===== config.mk =====
export PLATFORM = sky130hd
export DESIGN_NAME = i2f_norm
export DESIGN_NICKNAME = d
export VERILOG_FILES = /design/src/rtl/i2f_norm.sv
export SDC_FILE = /design/constraint.sdc
export NUM_CORES = 1
export LEC_CHECK = 0
export CORE_UTILIZATION = 47
export CTS_CLUSTER_SIZE = 14
export DETAILED_ROUTE_END_ITERATION = 10
export GPL_ROUTABILITY_DRIVEN = 0
export PLACE_DENSITY = 0.77
export SYNTH_ARGS = -nofsm -noshare
export SYNTH_HDL_FRONTEND = slang
export SYNTH_SLANG_ARGS = --single-unit

===== constraint.sdc =====
create_clock -name clk -period 3 [get_ports clk]
set_input_delay 0.45 -clock clk [delete_from_list [all_inputs] [get_ports clk]]
set_output_delay 0.45 -clock clk [all_outputs]
set_load 0.02 [all_outputs]

===== src/rtl/i2f_norm.sv =====
`default_nettype none
// ============================================================================
// Module      : i2f_norm
// Description : Iterative signed integer to float normaliser. The magnitude is
//               shifted one bit per cycle until its top mantissa bit is set,
//               tracking a two's-complement exponent. There is no hidden bit.
// Revision    : 1.0 - initial release
// ============================================================================
module i2f_norm #(
    parameter int MAN = 23,
    parameter int EXP = 8
) (
    input  logic                 clk,
    input  logic                 rst,
    input  logic [MAN+EXP:0]     in_data,
    input  logic                 in_valid,
    output logic                 in_ready,
    output logic [MAN+EXP:0]     out_data,
    output logic                 out_valid,
    input  logic                 out_ready
);

    localparam int N = MAN + EXP + 1;

    localparam logic [N-1:0]   c_mag_one = {{(N-1){1'b0}}, 1'b1};
    localparam logic [EXP-1:0] c_exp_one = {{(EXP-1){1'b0}}, 1'b1};

    // The exponent must hold every reachable value, -(MAN-1) .. EXP+1.
    generate
        if (((EXP + 1) > ((1 << (EXP - 1)) - 1)) || ((MAN - 1) > (1 << (EXP - 1)))) begin : g_param_check
            $error("i2f_norm: EXP too narrow for the exponent range implied by MAN/EXP");
        end
    endgenerate

    typedef enum logic [1:0] {
        IDLE = 2'd0,
        NORM = 2'd1,
        DONE = 2'd2
    } state_t;

    state_t         r_state;
    state_t         w_state_nxt;
    logic           r_sign;
    logic           w_sign_nxt;
    logic [N-1:0]   r_mag;
    logic [N-1:0]   w_mag_nxt;
    logic [EXP-1:0] r_exp;
    logic [EXP-1:0] w_exp_nxt;

    // State and datapath registers; reset abandons any conversion in flight.
    always_ff @(posedge clk) begin
        if (rst) begin
            r_state <= IDLE;
            r_sign  <= 1'b0;
            r_mag   <= '0;
            r_exp   <= '0;
        end else begin
            r_state <= w_state_nxt;
            r_sign  <= w_sign_nxt;
            r_mag   <= w_mag_nxt;
            r_exp   <= w_exp_nxt;
        end
    end

    // Next-state and datapath update: capture, one normalising shift per cycle, hand-off.
    always_comb begin
        w_state_nxt = r_state;
        w_sign_nxt  = r_sign;
        w_mag_nxt   = r_mag;
        w_exp_nxt   = r_exp;
        case (r_state)
            IDLE: begin
                if (in_valid) begin
                    w_sign_nxt  = in_data[N-1];
                    // Two's-complement negate; the most negative input wraps to 2^(N-1) unsigned.
                    w_mag_nxt   = in_data[N-1] ? (~in_data + c_mag_one) : in_data;
                    w_exp_nxt   = '0;
                    w_state_nxt = NORM;
                end
            end
            NORM: begin
                if (r_mag == '0) begin
                    w_state_nxt = DONE;
                end else if (r_mag[N-1:MAN] != '0) begin
                    // Dropped LSB is simply lost: truncation toward zero.
                    w_mag_nxt = r_mag >> 1;
                    w_exp_nxt = r_exp + c_exp_one;
                end else if (!r_mag[MAN-1]) begin
                    w_mag_nxt = r_mag << 1;
                    w_exp_nxt = r_exp - c_exp_one;
                end else begin
                    w_state_nxt = DONE;
                end
            end
            DONE: begin
                if (out_ready) begin
                    w_state_nxt = IDLE;
                end
            end
            default: begin
                w_state_nxt = IDLE;
            end
        endcase
    end

    // Handshake outputs decoded from state; result is zero outside DONE.
    always_comb begin
        in_ready  = (r_state == IDLE);
        out_valid = (r_state == DONE);
        out_data  = '0;
        if (r_state == DONE) begin
            out_data = {r_sign, r_exp, r_mag[MAN-1:0]};
        end
    end

endmodule
`default_nettype wire


run_1/clock_wires.png
Drawn at 6 px/um.
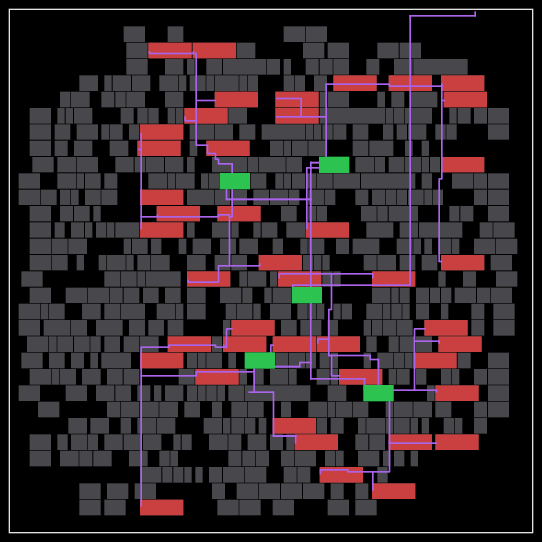
clock wires -> purple  # length 577 um
flip-flops -> red  # count 43
clock-net drivers -> green  # count 5
routed clock nets = 6

run_1/m3.png
Drawn at 4 px/um. Cells faint in the background.
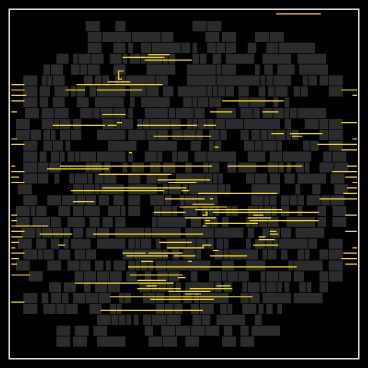
longest straight run = 41.9 um
main direction = horizontal

==> results.txt, run 1 <==
Implementation progress

The final max-slew violation count recorded for this run is 0. Data arrives at the worst endpoint at 3110 ps. Counting the fill cells in the layout gives 591. Global routing finished with a remaining overflow of 0. The timing-limited maximum frequency stands at 342 MHz.

The core box area stands at 0.00687 mm^2. The number of H-tree levels stands at 2. The number of antenna violations at the first check in global routing stands at 0.

The total cells reported by yosys after synthesis stands at 459. From bottom edge to top edge, the die measures 87.0 um. The worst setup path is captured at a flop. 0 antenna diodes ended up in the layout. The end-of-flow timing check tallies setup violations at 0.

The wire-length estimate of the detail-placed layout is 7260 um. The number of hold buffers added after cts stands at 0. The iteration tally of the first detailed-router pass stands at 5. The count of input and output buffers stands at 69.

The flop and latch count out of synthesis stands at 43. Counting I/O delays and the setup requirement, the final critical path takes 2920 ps. The endpoint required time on the critical path stands at 3190 ps. The layout summary lists the proportion of cells stronger than drive strength 1 as 11.0%. The number of different library cells in the post-synthesis netlist stands at 56. Sorting the synthesized cells by area gives the leading types as sky130_fd_sc_hd__dfxtp_1 (25%), sky130_fd_sc_hd__nand2_1 (6.9%), sky130_fd_sc_hd__a21oi_1 (6.0%).

The commonest register cell is sky130_fd_sc_hd__dfxtp_1. STA classifies the critical path startpoint as a flop. The average footprint of a synthesized cell stands at 7.40 um^2. The chip area in the Yosys report stands at 0.00339 mm^2. Dividing total power by cell area gives a power density of 633 mW/mm^2. The number of buffers on the longest clock path stands at 2. Note that the worst hold path type here is flop to flop. The number of global-route vias before repair stands at 3337. The post-synth net total stands at 503. The worst setup path is of the flop to flop kind. Summed over its instances, the top area cell type makes up 25.4% of the synthesized netlist area. The gate count after technology mapping stands at 459.

The remaining number of nets flagged by the antenna check after routing stands at 0. On the final layout, the worst clock skew is 5.95 ps. Entering global routing, the biggest net connects 35 pins.

The final standard cell utilization of the core stands at 66.0%. The maximum VDD drop stands at 306 uV. The leakage power stands at 1.66 nW. Counting cells, the worst reg-to-reg path comes to 10. The run finished with clean final reports. The post-synth tally of flip-flops with integrated enable stands at 0. The final wirelength stands at 10000 um.

The report shows a maximum critical-path fanout of 7. The report lists the number of standard-cell rows as 30. The number of violations reported at the end of detailed-routing iteration 0 stands at 404. The detail-routed net length per standard cell stands at 15.9 um. The first global-routing pass estimated 16000 um of wire.

The largest single stage delay on the critical path is 560 ps. In this run the cell area of the synthesized design comes to 0.00339 mm^2. The largest individual stage delay along the critical path comes from the cell sky130_fd_sc_hd__or4_4. Along the worst hold path, the cell count comes to 2.
run_1/clock_nets.png
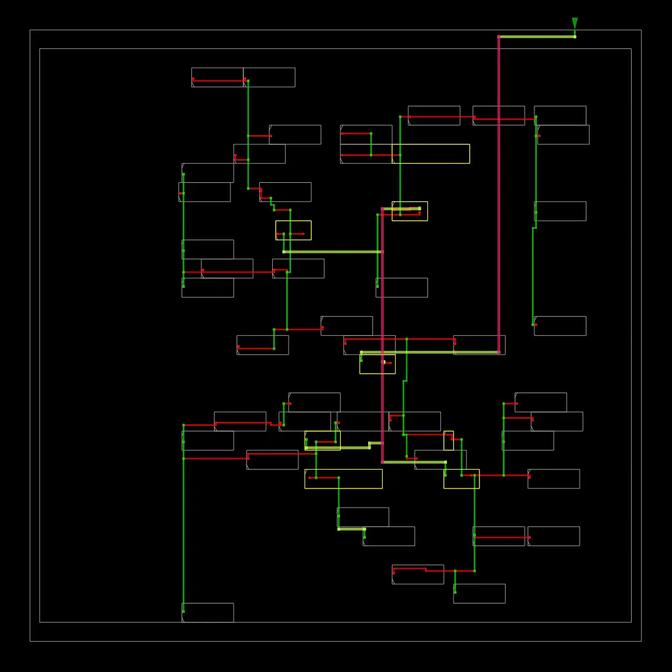
cts bufs inserted: 5
flip-flop and latch count: 43
number of clock sinks seen by CTS: 43
later-pin clock latency in the skew report: 300 ps
final-layout clock buffer total: 6

run_1/class_map.png
Drawn at 3 px/um.
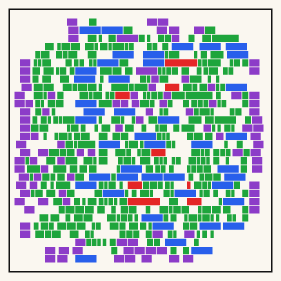
clock drivers and dummy loads -> red  # cells 8, share of their area 3.0%
remaining buffers and delay cells -> purple  # cells 104, share of their area 22%
registers -> blue  # cells 43, share of their area 19%
remaining logic cells -> green  # cells 379, share of their area 55%

[run 1: through the flow]
| stage | total power, mW | instances | instance area (um^2) | hold WS, ps |
|---|---|---|---|---|
| 2_1_floorplan | 1.77 | 459 | 3410 | 435 |
| 3_3_place_gp | 2.17 | 620 | 4330 | 451 |
| 3_5_place_dp | 2.22 | 620 | 4330 | 462 |
| 4_1_cts | 2.81 | 630 | 4510 | 473 |
| 5_1_grt | 3.03 | 630 | 4540 | 507 |
| 6_report | 2.87 | 630 | 4540 | 472 |
[run 1: worst paths after layout]
path	from	end	slack [ps]
max	r_mag[27]	r_exp[7]	80
min	r_sign	r_sign	470
max reg2reg	r_mag[27]	r_exp[7]	80
min reg2reg	r_sign	r_sign	470
[run 1: final cells by class]
type	count	area, um^2	area share (%)
flip-flops and latches	43	861	19.0
clock inverters	2	60.1	1.32
multi-input cells	364	2390	52.6
inverters	15	56.3	1.24
clock buffers	6	72.6	1.60
repair buffers	104	978	21.6
well taps	96	120	2.65
[run 1: power by group]
| part | internal (mW) | switching [mW] |
|---|---|---|
| Sequential | 0.710 | 0.169 |
| Combinational | 0.642 | 0.808 |
| Clock | 0.333 | 0.212 |
| Total | 1.68 | 1.19 |
[run 1: cell families after synthesis]
logic type | after synthesis | share of synthesized area [%]
fa+ha+maj | 8 | 3.17
mux | 2 | 0.627
flops | 43 | 25.4
buf+inv | 52 | 5.93
simple gates | 190 | 29.5
xor+xnor | 30 | 7.74
compound gates | 134 | 27.7
[run 1: cells in the mapped netlist (all sizes together) (3+ instances only)]
library cell / n
nor2b: 3
o31ai: 5
inv: 15
nor4: 10
and2: 32
or3: 5
a221oi: 11
a41oi: 3
a41o: 4
or4: 9
a31o: 4
clkbuf: 29
nand2b: 3
nand2: 62
nand3: 15
and3: 3
o311ai: 3
a211oi: 5
a21o: 5
nand3b: 8
ha: 7
o41ai: 5
o211ai: 13
a21oi: 41
buf: 8
o21ai: 10
xnor2: 20
a31oi: 7
xor2: 10
a311oi: 3
nor2: 23
nor3: 12
a211o: 3
dfxtp: 43
[run 1: sequential cells by signal (all words and copies together) (netlist names)]
signal	count
r_mag	32
r_sign	1
r_exp	8
r_state	2
[run 1: critical path: cells and delay by family (launching register included)]
family	cells	cell delay, ps
buffers and inverters	2	310
and+or+nand+nor	3	980
DFF	1	340
AOI/OAI and AO/OA	4	940
adders and majority gates	1	240
[run 1: timing repair]
action | CTS | global route
gates resized | 1 | 5
setup buffers | 2 | 0
pin swaps | 1 | 2
endpoints found under the setup margin | 1 | 9
[run 1: routing by layer]
layer  vias up  part of all wire [%]  GRT usage, %
met1      1739                    43          36.1
li1       1832                     -             -
met2       199                    46          44.5
met3        21                   9.2          4.64
met5         -                     0             0
met4         0                   1.9          7.42
run_1/port_trees.png
Drawn at 6 px/um.
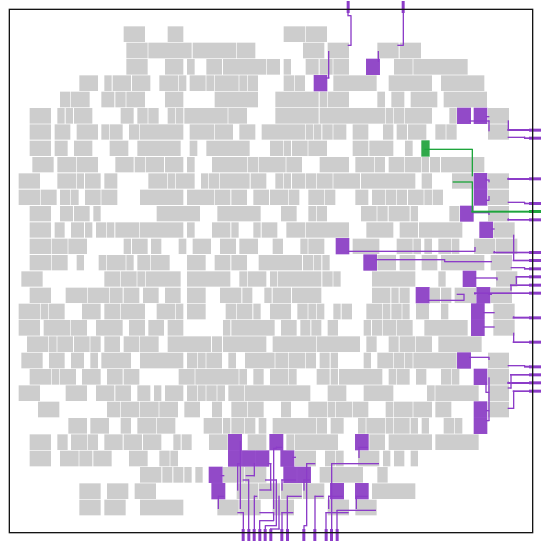

==> run 2: changes to the inputs <==
Settings changed: CAP_MARGIN set to 20.
Clock period 3 ns to 2.6 ns, I/O delays scaled along.
run_2/port_trees.png
Drawn at 6 px/um.
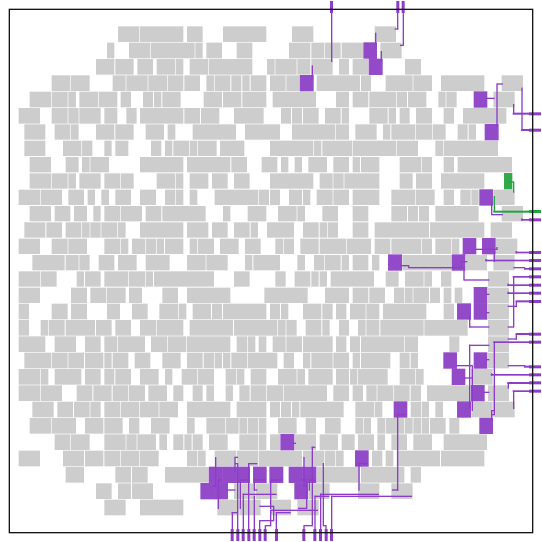
out_data -> purple  # bits 32, direction output, edge 16 right, 13 bottom, 3 top, end cells 32, buffers 32, wire 397 um
out_ready -> green  # bits 1, direction input, edge right, end cells 1, buffers 1, wire 11.1 um

==> run 2 against run 1 <==
- the run now ends with negative setup slack left
- via count increased by 5.1%
- clock-buffer cell count increased by 1
- utilization increased by 5.1 points
- critical path depth unchanged
- non-clock buffer count increased by 40
- setup slack got worse by 380 ps
- wire length increased by 5.3%
- combinational power increased by 28%
- global-route usage increased by 1.1 points
- design area increased by 7.8%
- critical path type unchanged
- critical endpoint unchanged
==> results.txt, run 2 <==
Implementation progress

The worst min-delay path category is flop to flop (unchanged). The relative slew slack is 65.1% (was 70.1%). The post-synth tally of flip-flops with integrated enable is 0 (unchanged). The gate count after technology mapping stands at 459 (unchanged).

The chip area in the Yosys report is 0.00339 mm^2 (unchanged). The clock tree root buffer cell is sky130_fd_sc_hd__clkbuf_8 (unchanged). The number of violations reported at the end of detailed-routing iteration 0 came to 295 (was 404). The fraction of final layout cells with drive strength greater than 1 stands at 19.9% (was 11.0%). The number of vias per cell came to 5.95 (was 6.02).

The wire length of the first global-routing pass came to 16900 um (was 16000 um). The most common cell in the netlist was sky130_fd_sc_hd__nand2_1 (unchanged). The iteration tally of the first detailed-router pass stands at 5 (unchanged).

The number of H-tree levels was 2 (unchanged). The maximum number of pins on one net before global-route repair came to 36 (was 35). The detailed-placement wirelength estimate stands at 7640 um (was 7260 um). The met1 track demand over resource is 36.7% (was 36.1%). Setup repair after global routing could not meet its margin everywhere.

The detail-routed net length per standard cell stands at 15.7 um (was 15.9 um). The number of buffers on the longest clock path stands at 2 (unchanged). The height of the chip was 87.0 um (unchanged). The delay of the slowest cell on the worst path stands at 550 ps (was 560 ps). The initial cell density of the core is 49.4% (unchanged). The global-route met2 utilization was 46.2% (was 44.5%).

The first element of the critical path is r_mag[26] (was r_mag[27]). The final period utilization stands at 112% (was 97.4%). The final hold violation count came to 0 (unchanged). The flop and latch count out of synthesis stands at 43 (unchanged).

The remaining number of nets flagged by the antenna check after routing came to 0 (unchanged). The data arrival at the endpoint of the critical path stands at 3130 ps (was 3110 ps). Top cells, area: sky130_fd_sc_hd__dfxtp_1 (25%), sky130_fd_sc_hd__nand2_1 (6.9%), sky130_fd_sc_hd__a21oi_1 (6.0%) (unchanged). The family of cells with the greatest summed delay on the critical path is AND-OR/OR-AND gates (was simple AND/OR/NAND/NOR gates).

The count of inserted antenna diode cells is 0 (unchanged). The setup slack of the critical path after layout came to -299 ps (was 78.5 ps). The startpoint of the most critical hold path was r_sign (unchanged).

The leakage power stands at 1.87 nW (was 1.66 nW). The timing-limited maximum frequency was 345 MHz (was 342 MHz). The core box area came to 0.00687 mm^2 (unchanged). The number of flip-flops under the largest register name is 32 (unchanged).

The shortest clock period the worst path allows after layout stands at 2900 ps (was 2920 ps). The type of element launching the critical path was a flop (unchanged). The total die size stands at 0.00757 mm^2 (unchanged).

The final count of negative-setup-slack endpoints stands at 3 (was 0). The number of different library cells in the post-synthesis netlist stands at 56 (unchanged). The fraction of post-synthesis cell area in the top cell type by area was 25.4% (unchanged).

The number of core rows stands at 30 (unchanged). The total of warnings raised by yosys stands at 0 (unchanged). The maximum clock skew at final layout stands at 8.37 ps (was 5.95 ps). The dominant register cell was sky130_fd_sc_hd__dfxtp_1 (unchanged). The post-place setup slack stands at -422 ps (was -44.2 ps).

The power density over cell area came to 689 mW/mm^2 (was 633 mW/mm^2). Registers with the highest flip-flop counts: r_mag x32, r_exp x8, r_state x2 (unchanged). The class of the most critical setup path is flop to flop (unchanged). The cell at the slowest stage of the critical path is sky130_fd_sc_hd__or4_4 (unchanged). The number of sinks on the clock net stands at 43 (unchanged). Crit-path cells: or4_4, nor3_4, buf_12, ha_4, a21o_1, a221o_1, o41a_1, nor4_2, a211oi_1, a31oi_1 (was or4_4, nor3_4, buf_12, ha_1, and3_1, a221o_1, o41a_1, buf_4, a211oi_1, a31oi_1). The maximum fanout count along the critical path stands at 5 (was 7). The total cells reported by yosys after synthesis is 459 (unchanged). The layer with the highest usage after global routing is met2 (unchanged). The number of hold buffers added after cts was 0 (unchanged). The register containing the most flip-flops in the final layout is r_mag (unchanged). The number of global-route vias before repair came to 3610 (was 3337). The final global-route overflow total stands at 0 (unchanged).

The part of the Yosys area used for sequential elements stands at 25.4% (unchanged). Result of the run: finished, violations left (was completed). The buffer-and-inverter tally for the worst setup path was 1 (was 2). The met3 usage in global routing came to 4.93% (was 4.64%). The maximum VDD drop was 261 uV (was 306 uV). The CTS buffer count stands at 5 (unchanged). The checks that failed: negative setup slack. The final total power stands at 3.37 mW (was 2.87 mW). The net total in the final layout stands at 617 (was 577). The final wirelength stands at 10500 um (was 10000 um). The endpoint required time on the critical path was 2830 ps (was 3190 ps). The cell area after technology mapping stands at 0.00339 mm^2 (unchanged). The clock latency reported for the late side of the worst-skew pair was 300 ps (about the same). The worst flop-to-flop path startpoint is r_mag[26] (was r_mag[27]). The post-synth net total stands at 503 (unchanged). The count of final max-slew check failures was 0 (unchanged).

Synth top cells by count: sky130_fd_sc_hd__nand2_1 (62), sky130_fd_sc_hd__dfxtp_1 (43), sky130_fd_sc_hd__a21oi_1 (41), sky130_fd_sc_hd__and2_1 (32), sky130_fd_sc_hd__clkbuf_1 (29) (unchanged). The count of input and output buffers is 69 (unchanged). The average footprint of a synthesized cell came to 7.40 um^2 (unchanged).

The number of antenna violations at the first check in global routing was 0 (unchanged). The type of destination of the critical path was a flop (unchanged).
==> run 2: stage by stage <==
stage	TNS (ps)	hold WS, ps	utilization, %	cell area, um^2	cells
final	-315	479	71.1	4890	670
after global routing	-669	491	71.1	4890	670
after CTS	-308	477	70.0	4810	666
after detailed placement	-3520	462	68.0	4670	656
after global placement	-1990	452	68.0	4670	656
after floorplan	-305	435	-	3500	459
==> run 2: worst register-to-register path, stage by stage, from the launching register on <==
cell and delay (ps):
sky130_fd_sc_hd__dfxtp_1 320, sky130_fd_sc_hd__or4_4 550, sky130_fd_sc_hd__nor3_4 210, sky130_fd_sc_hd__buf_12 160, sky130_fd_sc_hd__ha_4 200, sky130_fd_sc_hd__a21o_1 170, sky130_fd_sc_hd__a221o_1 350, sky130_fd_sc_hd__o41a_1 370
sky130_fd_sc_hd__nor4_2 290, sky130_fd_sc_hd__a211oi_1 70, sky130_fd_sc_hd__a31oi_1 140
==> run 2: cells by family (layout without fill, tap and decap cells) <==
| group | Yosys count | in the layout | synth area share, % |
|---|---|---|---|
| and+or+nand+nor | 190 | 190 | 29.5 |
| xor gates and xnor gates | 30 | 30 | 7.74 |
| DFF | 43 | 43 | 25.4 |
| adders and majority gates | 8 | 8 | 3.17 |
| muxes | 2 | 2 | 0.627 |
| AOI/OAI and AO/OA | 134 | 134 | 27.7 |
| buffers and inverters | 52 | 167 | 5.93 |
==> run 2: final cells by class <==
cell class / count / area (um^2)
well taps: 96 / 120
clock inverters: 1 / 7.51
flip-flops and latches: 43 / 861
multi-input cells: 364 / 2470
repair buffers: 144 / 1270
fillers: 553 / 1980
inverters: 15 / 56.3
clock buffers: 7 / 96.3
==> run 2: repair_timing <==
action,in CTS,in global routing
pin swaps,2,10
endpoints found under the setup margin,5,30
endpoints found under the hold margin,0,0
setup buffers,2,3
gates resized,6,19
cloned,0,1
==> run 2: power by group <==
part	internal [mW]	switching, mW
combinational	0.877	0.984
sequential	0.819	0.202
clock	0.242	0.244
total	1.94	1.43
==> run 2: worst paths after layout <==
kind	to	cells past startpoint	slack (ps)
setup / recovery	r_exp[7]	10	-300
hold / removal	r_sign	2	480
setup reg to reg	r_exp[7]	10	-300
hold reg to reg	r_sign	2	480
==> run 2: metal layers <==
layer	up-vias	part of all wire, %
li1	1909	-
met1	1869	43
met2	182	47
met3	25	7.9
met4	0	2.6
met5	-	0
run_2/clock_nets.png
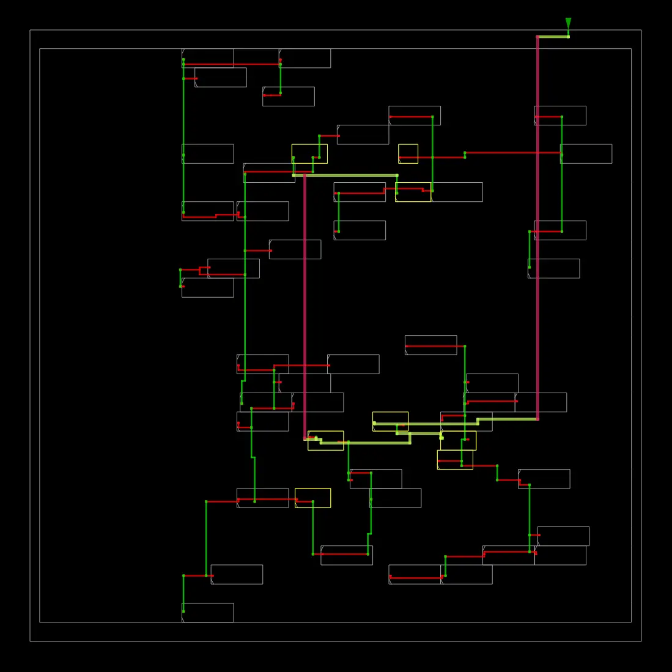

==> run 3: changes to the inputs <==
Settings changed: CAP_MARGIN 20 to unset, CORE_UTILIZATION 47 to 52, PLACE_DENSITY 0.77 to 0.81.
Clock period 2.6 ns to 3 ns, I/O delays scaled along.
run_3/clock_nets.png
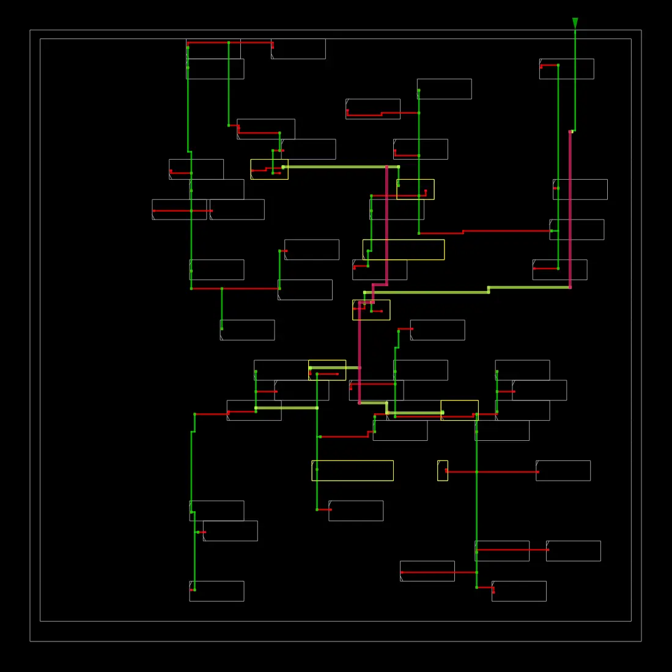
final worst clock skew: 3.59 ps
Power Clock: 542 uW

==> run 3 against run 2 <==
- the flow now finishes without violations
- sequential share of layout area increased by 1.5 points
- critical path type unchanged
- synthesized cell count unchanged
- wire length decreased by 5.0%
- power decreased by 15%
- clock skew decreased by 4.8 ps
- register-to-register slack improved by 410 ps
- first-iteration DRC count increased by 31%
- largest cell class unchanged
- clock-buffer cell count decreased by 1
- sequential cell count unchanged
- utilization increased by 0.45 points
- setup slack improved by 410 ps
==> results.txt, run 3 <==
Implementation progress

The cell area after technology mapping was 0.00339 mm^2 (unchanged). The final standard cell utilization of the core stands at 71.6% (was 71.1%). The detailed-placement wirelength estimate stands at 7260 um (was 7640 um). The timing-limited maximum frequency came to 346 MHz (was 345 MHz). The sequential cell fraction of total power stands at 30.9% (was 30.3%).

The part of the Yosys area used for sequential elements was 25.4% (unchanged). Top cells, area: sky130_fd_sc_hd__dfxtp_1 (25%), sky130_fd_sc_hd__nand2_1 (6.9%), sky130_fd_sc_hd__a21oi_1 (6.0%) (unchanged). The logic depth of the worst register-to-register path came to 10 (unchanged). The clock share of power is 19.0% (was 14.4%). The final global-route overflow total was 0 (unchanged). The worst min-delay path category is flop to flop (unchanged).

The number of sinks on the clock net came to 43 (unchanged). The post-synth tally of flip-flops with integrated enable is 0 (unchanged). The count of input and output buffers stands at 69 (unchanged). The class of the most critical setup path is flop to flop (unchanged). The end point of the worst hold path is r_mag[30] (was r_sign). The count of inserted antenna diode cells was 0 (unchanged). The fraction of final layout cells with drive strength greater than 1 stands at 11.6% (was 19.9%).

The wire length of the first global-routing pass is 15700 um (was 16900 um). The number of buffers on the longest clock path was 2 (unchanged). The number of vias per cell stands at 6.17 (was 5.95).

The number of flip-flops under the largest register name stands at 32 (unchanged). The shortest clock period the worst path allows after layout stands at 2890 ps (was 2900 ps). The net total in the final layout stands at 577 (was 617).

The clock latency reported for the late side of the worst-skew pair stands at 300 ps (about the same). Result of the run: completed (was finished, violations left). The fill cell total of the finished layout stands at 513 (was 553). The count of final max-slew check failures came to 0 (unchanged). The data arrival at the endpoint of the critical path is 3120 ps (was 3130 ps).

The height of the chip was 82.8 um (was 87.0 um). The dominant register cell is sky130_fd_sc_hd__dfxtp_1 (unchanged). The post-synth net total stands at 503 (unchanged). The iteration tally of the first detailed-router pass came to 5 (unchanged). The maximum fanout count along the critical path stands at 7 (was 5). The internal power consumption is 1.67 mW (was 1.94 mW). The final hold violation count is 0 (unchanged). The total cells reported by yosys after synthesis stands at 459 (unchanged). The startpoint of the most critical hold path is r_mag[30] (was r_sign). The maximum VDD drop came to 368 uV (was 261 uV).

The CTS buffer count stands at 5 (unchanged). The remaining number of nets flagged by the antenna check after routing stands at 0 (unchanged). The number of violations reported at the end of detailed-routing iteration 0 was 387 (was 295). The end of the worst register-to-register path is r_exp[7] (unchanged). The type of destination of the critical path was a flop (unchanged). The gate count after technology mapping stands at 459 (unchanged).

The most common cell in the netlist was sky130_fd_sc_hd__nand2_1 (unchanged). The setup slack of the critical path after layout is 108 ps (was -299 ps). The total of warnings raised by yosys stands at 0 (unchanged).

The flop and latch count out of synthesis stands at 43 (unchanged). The number of standard cells in the final layout excluding fillers was 611 (was 670). The final count of negative-setup-slack endpoints was 0 (was 3). The combinational group share of total power came to 50.0% (was 55.3%). The number of I/O pins stands at 70 (unchanged). The register containing the most flip-flops in the final layout is r_mag (unchanged). The initial cell density of the core stands at 53.8% (was 49.4%). The fraction of post-synthesis cell area in the top cell type by area came to 25.4% (unchanged). The register-to-register setup slack was 110 ps (was -300 ps). The final period utilization stands at 96.4% (was 112%). The cell depth of the worst hold path was 1 (was 2). The post-place setup slack is -37.7 ps (was -422 ps). The number of instances in the placed design came to 602 (was 656). Registers with the highest flip-flop counts: r_mag x32, r_exp x8, r_state x2 (unchanged).

The relative slew slack stands at 66.4% (was 65.1%). The number of H-tree levels was 2 (unchanged). The chip area in the Yosys report is 0.00339 mm^2 (unchanged).

The average footprint of a synthesized cell stands at 7.40 um^2 (unchanged). The endpoint required time on the critical path is 3230 ps (was 2830 ps). The number of antenna violations at the first check in global routing came to 0 (unchanged).

The number of different library cells in the post-synthesis netlist stands at 56 (unchanged). The clock tree root buffer cell is sky130_fd_sc_hd__clkbuf_8 (unchanged). The leakage power is 1.65 nW (was 1.87 nW).

The detail-routed net length per standard cell was 16.4 um (was 15.7 um). The power density over cell area was 630 mW/mm^2 (was 689 mW/mm^2). The number of global-route vias before repair came to 3220 (was 3610). The worst flop-to-flop path startpoint is r_mag[30] (was r_mag[26]). The final total power was 2.85 mW (was 3.37 mW). The maximum number of pins on one net before global-route repair stands at 35 (was 36). Synth top cells by count: sky130_fd_sc_hd__nand2_1 (62), sky130_fd_sc_hd__dfxtp_1 (43), sky130_fd_sc_hd__a21oi_1 (41), sky130_fd_sc_hd__and2_1 (32), sky130_fd_sc_hd__clkbuf_1 (29) (unchanged). The net switching power figure came to 1.18 mW (was 1.43 mW).
run 3: cell counts after synthesis:
No cell type changed its count.
run 3: layout make-up:
cell class,count,area [um^2],share of cell area [%]
inverter,15,56.3,1.25
timing repair buffer,104,970,21.5
clock inverter,2,60.1,1.33
multi-input combinational,364,2400,53.1
sequential,43,863,19.1
tap,77,96.3,2.13
clock buffer,6,72.6,1.61
run 3: power by group through the flow:
stage          Combinational [mW]  Clock, mW  Sequential (mW)
2_1_floorplan               0.951          0            0.822
6_report                     1.42      0.542            0.880
3_5_place_dp                 1.31          0            0.879
4_1_cts                      1.37      0.546            0.867
5_1_grt                      1.56      0.572            0.903
3_3_place_gp                 1.28          0            0.873
run 3: stage by stage:
| step | hold slack, ps | cell area (um^2) |
|---|---|---|
| global route | 496 | 4520 |
| detailed placement | 463 | 4310 |
| global placement | 452 | 4310 |
| CTS | 481 | 4470 |
| finish | 470 | 4520 |
| floorplan | 435 | 3410 |
run 3: kinds of logic after synthesis:
family,count (synthesis),synth area share (%)
and+or+nand+nor,190,29.5
AOI/OAI and AO/OA,134,27.7
buffers and inverters,52,5.93
DFF,43,25.4
xor gates and xnor gates,30,7.74
adders and majority gates,8,3.17
muxes,2,0.627
run 3: routing by layer:
| layer | up-vias | GRT usage, % | part of all wire (%) |
|---|---|---|---|
| met5 | - | 0 | 0 |
| met4 | 0 | 7.59 | 1.3 |
| met3 | 15 | 6.23 | 7.4 |
| met2 | 179 | 47.4 | 47 |
| met1 | 1751 | 42.1 | 44 |
| li1 | 1827 | - | - |
run 3: how the worst max path moves through the flow:
stage	start	to	slack (ps)	cells past startpoint
4_1_cts	r_mag[31]	r_exp[7]	40	10
3_3_place_gp	in_data[1]	r_mag[20]	7	9
3_5_place_dp	in_data[1]	r_mag[20]	-40	9
2_1_floorplan	r_mag[27]	r_exp[7]	30	10
6_report	r_mag[30]	r_exp[7]	110	10
5_1_grt	r_mag[30]	r_exp[7]	-4	10
run 3: worst max-delay path, cell delays in order, from the launching register on:
cell	delay, ps
sky130_fd_sc_hd__dfxtp_2	340
sky130_fd_sc_hd__or4_4	550
sky130_fd_sc_hd__nor3_4	210
sky130_fd_sc_hd__buf_12	150
sky130_fd_sc_hd__ha_1	240
sky130_fd_sc_hd__and3_1	180
sky130_fd_sc_hd__a221o_1	310
sky130_fd_sc_hd__o41a_1	420
sky130_fd_sc_hd__nor4_2	200
sky130_fd_sc_hd__a211oi_2	80
sky130_fd_sc_hd__a31oi_1	140
run 3: timing repair:
item,4_1_cts,5_1_grt
pin swaps,1,7
setup buffers,1,0
gates resized,1,9
endpoints found under the setup margin,1,2
cloned,0,0
endpoints found under the hold margin,0,0
Power and IR drop assume default switching activity.
